$ cat src/rtl/serial_add_pkg.sv
// Shared definitions for the bit-serial adder: FSM state encoding and default width.
package serial_add_pkg;

    localparam int DEFAULT_WIDTH = 8;

    typedef enum logic [1:0] {
        IDLE = 2'd0,
        RUN  = 2'd1,
        DONE = 2'd2
    } state_e;

endpackage

$ cat src/rtl/serial_add_ctrl_fa_bit.sv
// Single-bit full adder built from two half-adder stages and an OR of their carries.
module fa_bit (
    input  logic x,
    input  logic y,
    input  logic ci,
    output logic s,
    output logic co
);

    logic h1_sum_s;
    logic h1_carry_s;
    logic h2_carry_s;

    assign h1_sum_s   = x ^ y;
    assign h1_carry_s = x & y;
    assign s          = h1_sum_s ^ ci;
    assign h2_carry_s = h1_sum_s & ci;
    assign co         = h1_carry_s | h2_carry_s;

endmodule

$ cat src/rtl/serial_add_ctrl.sv
// Bit-serial adder controller: one full-adder slice processes operands LSB first.
// Optional subtract mode (input port sub) is enabled by defining SERIAL_ADD_SUB_EN.
module serial_add_ctrl
    import serial_add_pkg::*;
#(
    parameter int WIDTH = DEFAULT_WIDTH
) (
    input  logic             clk,
    input  logic             rst_n,
    input  logic             start,
    input  logic [WIDTH-1:0] a,
    input  logic [WIDTH-1:0] b,
    input  logic             cin,
`ifdef SERIAL_ADD_SUB_EN
    input  logic             sub,
`endif
    output logic             busy,
    output logic             done,
    output logic [WIDTH-1:0] sum,
    output logic             cout
);

    localparam int            CW       = $clog2(WIDTH);
    localparam logic [CW-1:0] CNT_LAST = CW'(WIDTH - 1);
    localparam logic [CW-1:0] CNT_ONE  = CW'(1);

    state_e           state_q, state_d;
    logic [CW-1:0]    cnt_q, cnt_d;
    logic [WIDTH-1:0] a_q, a_d;
    logic [WIDTH-1:0] b_q, b_d;
    logic             c_q, c_d;
    logic [WIDTH-1:0] sum_q, sum_d;
    logic             cout_q, cout_d;
    logic             busy_q, busy_d;
    logic             done_q, done_d;

    logic [WIDTH-1:0] b_load_s;
    logic             c_load_s;
    logic             fa_s_s;
    logic             fa_co_s;

    fa_bit u_fa (
        .x  (a_q[0]),
        .y  (b_q[0]),
        .ci (c_q),
        .s  (fa_s_s),
        .co (fa_co_s)
    );

    // Operand B and carry-in as loaded at start; subtraction is a + ~b + 1.
    always_comb begin
`ifdef SERIAL_ADD_SUB_EN
        if (sub) begin
            b_load_s = ~b;
            c_load_s = 1'b1;
        end else begin
            b_load_s = b;
            c_load_s = cin;
        end
`else
        b_load_s = b;
        c_load_s = cin;
`endif
    end

    // Next-state and datapath update for the IDLE/RUN/DONE sequencer.
    always_comb begin
        state_d = state_q;
        cnt_d   = cnt_q;
        a_d     = a_q;
        b_d     = b_q;
        c_d     = c_q;
        sum_d   = sum_q;
        cout_d  = cout_q;
        done_d  = 1'b0;

        case (state_q)
            IDLE: begin
                if (start) begin
                    state_d = RUN;
                    cnt_d   = '0;
                    a_d     = a;
                    b_d     = b_load_s;
                    c_d     = c_load_s;
                    sum_d   = '0;
                    cout_d  = 1'b0;
                end else begin
                    state_d = IDLE;
                end
            end
            RUN: begin
                // Result bits enter at the MSB so bit 0 lands in place after WIDTH shifts.
                a_d   = {1'b0, a_q[WIDTH-1:1]};
                b_d   = {1'b0, b_q[WIDTH-1:1]};
                c_d   = fa_co_s;
                sum_d = {fa_s_s, sum_q[WIDTH-1:1]};
                if (cnt_q == CNT_LAST) begin
                    state_d = DONE;
                    cout_d  = fa_co_s;
                end else begin
                    cnt_d = cnt_q + CNT_ONE;
                end
            end
            DONE: begin
                state_d = IDLE;
                done_d  = 1'b1;
            end
            default: begin
                state_d = IDLE;
            end
        endcase

        busy_d = (state_d == RUN) || (state_d == DONE);
    end

    // State and datapath registers with asynchronous clear.
    always_ff @(posedge clk or negedge rst_n) begin
        if (!rst_n) begin
            state_q <= IDLE;
            cnt_q   <= '0;
            a_q     <= '0;
            b_q     <= '0;
            c_q     <= 1'b0;
            sum_q   <= '0;
            cout_q  <= 1'b0;
            busy_q  <= 1'b0;
            done_q  <= 1'b0;
        end else begin
            state_q <= state_d;
            cnt_q   <= cnt_d;
            a_q     <= a_d;
            b_q     <= b_d;
            c_q     <= c_d;
            sum_q   <= sum_d;
            cout_q  <= cout_d;
            busy_q  <= busy_d;
            done_q  <= done_d;
        end
    end

    assign busy = busy_q;
    assign done = done_q;
    assign sum  = sum_q;
    assign cout = cout_q;

endmodule

$ cat config.mk
export PLATFORM = sky130hd
export DESIGN_NAME = serial_add_ctrl
export DESIGN_NICKNAME = d
export VERILOG_FILES = /design/src/rtl/serial_add_pkg.sv /design/src/rtl/serial_add_ctrl_fa_bit.sv /design/src/rtl/serial_add_ctrl.sv
export SDC_FILE = /design/constraint.sdc
export NUM_CORES = 1
export LEC_CHECK = 0
export ABC_AREA = 1
export CORE_MARGIN = 2
export CORE_UTILIZATION = 45
export CTS_CLUSTER_SIZE = 20
export DETAILED_ROUTE_END_ITERATION = 10
export PLACE_DENSITY = 0.75
export SKIP_LAST_GASP = 1
export SYNTH_ARGS = -nofsm -noshare
export SYNTH_HDL_FRONTEND = slang
export SYNTH_SLANG_ARGS = --single-unit
$ cat constraint.sdc
create_clock -name clk -period 1.4 [get_ports clk]
set_input_delay 0.14 -clock clk [delete_from_list [all_inputs] [get_ports clk]]
set_output_delay 0.14 -clock clk [all_outputs]
set_load 0.005 [all_outputs]
Fig. 1: cell placement
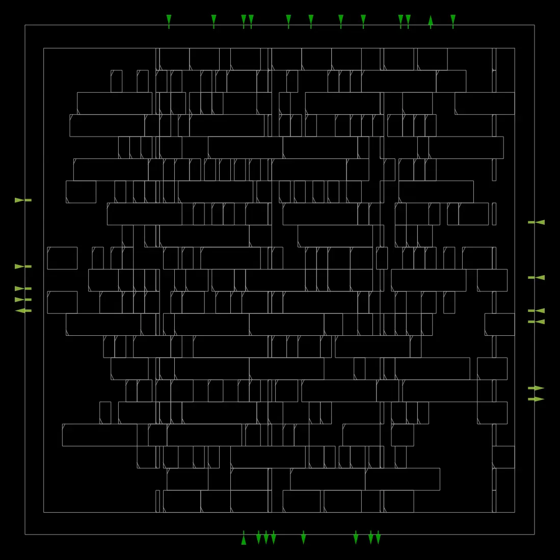
core area: 3311 um^2
Rows: 21
Non-Filler Instances: 287
fillers: 302

Fig. 2: floorplan with the power grid
Scale: 8 px per um. Pins as bars on the die edge.
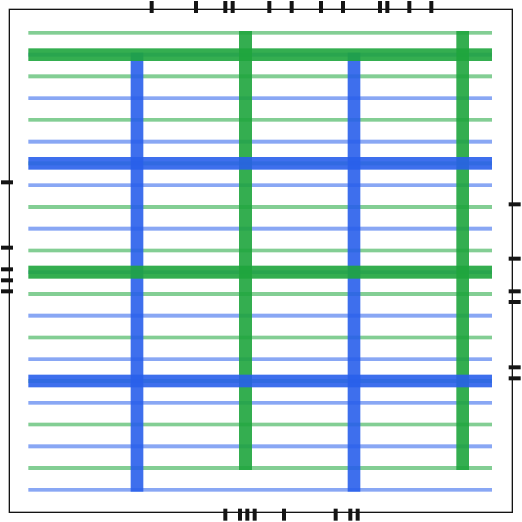
[VDD] green
[VSS] blue
met4 straps: 4
signal pins: 31
met1 rails: 22

Fig. 3: sizing map
Scale: 4 px per um.
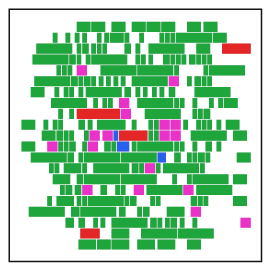
[_0 and _1 cells] green | cells: 216 | share: 90%
[_6 and larger] red | cells: 4 | share: 1.7%
[_2 cells] blue | cells: 3 | share: 1.2%
[_3 and _4 cells] magenta | cells: 18 | share: 7.5%

==> flow_summary.ini <==
; yosys + openroad results
[logic_synthesis]
ys_area_um2 = 1550
top_area_share_pct = 53.27
synth_seq_share_pct = 53.27
edf_count = 0
ys_sh_xor_pct = 0
ys_warn_count = 0
topCombFamilyByArea = simple AND/OR/NAND/NOR gates
synth_flops = 33
ys_sh_simple_pct = 36.56
async_flop_share_pct = 100.0
largest_area_cell = dfrtp_1
yosys-stat-cells = 198
fa_ha_area_share_pct = 2.906
ys.flop_type = dfrtp_1
common_cells = nand2_1 (103), dfrtp_1 (33), nand3_1 (30)
synth_area_um2 = 1550
top_cells_by_area = dfrtp_1 (53%), nand2_1 (25%), nand3_1 (9.7%)
syn-instance-count = 198

[setup_path]
cpMaxStageDelayCell = clkdlybuf4s50_1
cp.arrival_ns = 1.21
cp_max_fo = 2
worstSetupEndpoint = sum[1]
cp_top_family = buffers and inverters
path_class = reg -> out
worstSetupPathDepth = 1
critPathLaunchType = flip-flop
regToRegStartpoint = cnt_q[0]
crit_path_start = sum[1]
cp.required_ns = 1.26
timing.rr.end = cnt_q[1]
crit_chain = clkdlybuf4s50_1
worstSetupEndpointType = output pin

[clock_network]
cts_resized = 0
cts_buffer_depth = 2
cts_buffers = 5
clock_latency_ns = 0.34
postCtsSetupBuffers = 1
cts_tree = built
hold_buffers = 0
cts_root_buf = clkbuf_4
cts_sinks = 33

[power_and_ir_drop]
powerDensity_nw_per_um2 = 1979
p_seq_mw = 1.58
power_leakage_nw = 1.230
peakVddDrop_v = 0.0008612
power_frac_comb_pct = 43.6
powerClk_uw = 750
intPower_mw = 2.621
total_power_mw = 4.137
pg_comb_mw = 1.80
switching_share_pct = 36.64

[final_layout]
area_delta_synth_final_pct = 34.87
diodes = 0
layout-drive-gt1-share_pct = 10.37
logic_area_um2 = 625.6
n_clock_buffer = 7
lay_top_count = nand2_1
largestClassByArea = sequential cells
finalInstanceArea_um2 = 2091
final_cell_mix = nand2_1 (103), dfrtp_1 (33), nand3_1 (30)
seq_cell_count = 33
seq_area_um2 = 825.8
seq_area_share_pct = 39.50

[floorplanning]
ios = 31
die-area_um2 = 3931
die_w_um = 62.70

[detailed_routing]
firstDrtPassIters = 4
wl_met2_mm = 1.485
drtAntennaViolNets = 0
met3_wirelength_um = 124

[timing]
tightest_slew_ns = 0.3164
fin_crit_ns = 1.346
final_max_slew_viol_count = 0
setup_viol = 0
hold_viol_final = 0
hold_ws_ns = 0.1438
min_period_over_period_pct = 96.16
fmax_mhz = 742.8

[place]
gp_congestion = 0.8083
pre_cts_slack_ns = 0.1124
dp_cells = 274
place_area_um2 = 1951

[global_route]
gr-usage-met1_pct = 25.15
grtUsageMet2_pct = 27.42
grt_pass1_vias = 1282
grt-ovfl-total = 0
grt_max_degree = 34

[status]
status = complete, no violations

[min_path]
hp-class = in -> async
Fig. 4: wiring heat map
Scale: 6 px per um. The die is cut into 13 by 13 equal tiles; dark purple is low, yellow is high, scaled to the fullest tile. Values are wire area over tile area, all layers added.
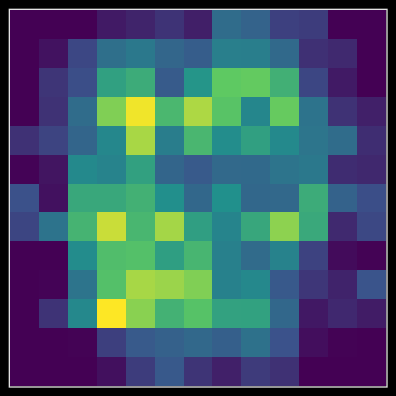
fullest tile: 0.39
emptiest ninth of the die: bottom right
tiles over half the peak: 25%
Routed WL per cell: 11.30 um
DRT Wirelength: 3.243 mm
via count: 1360

Fig. 5: sequential cells colored by netlist name
Scale: 6 px per um.
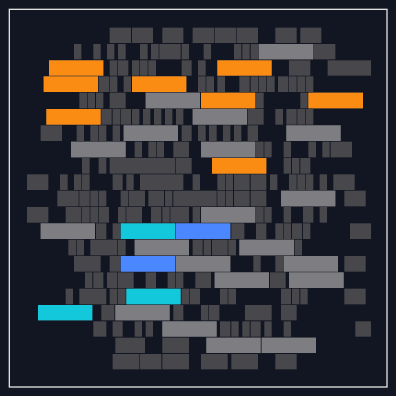
[cnt_q] cyan | sequential cells: 3
[a_q] orange | sequential cells: 8
[state_q] blue | sequential cells: 2
not colored: 20

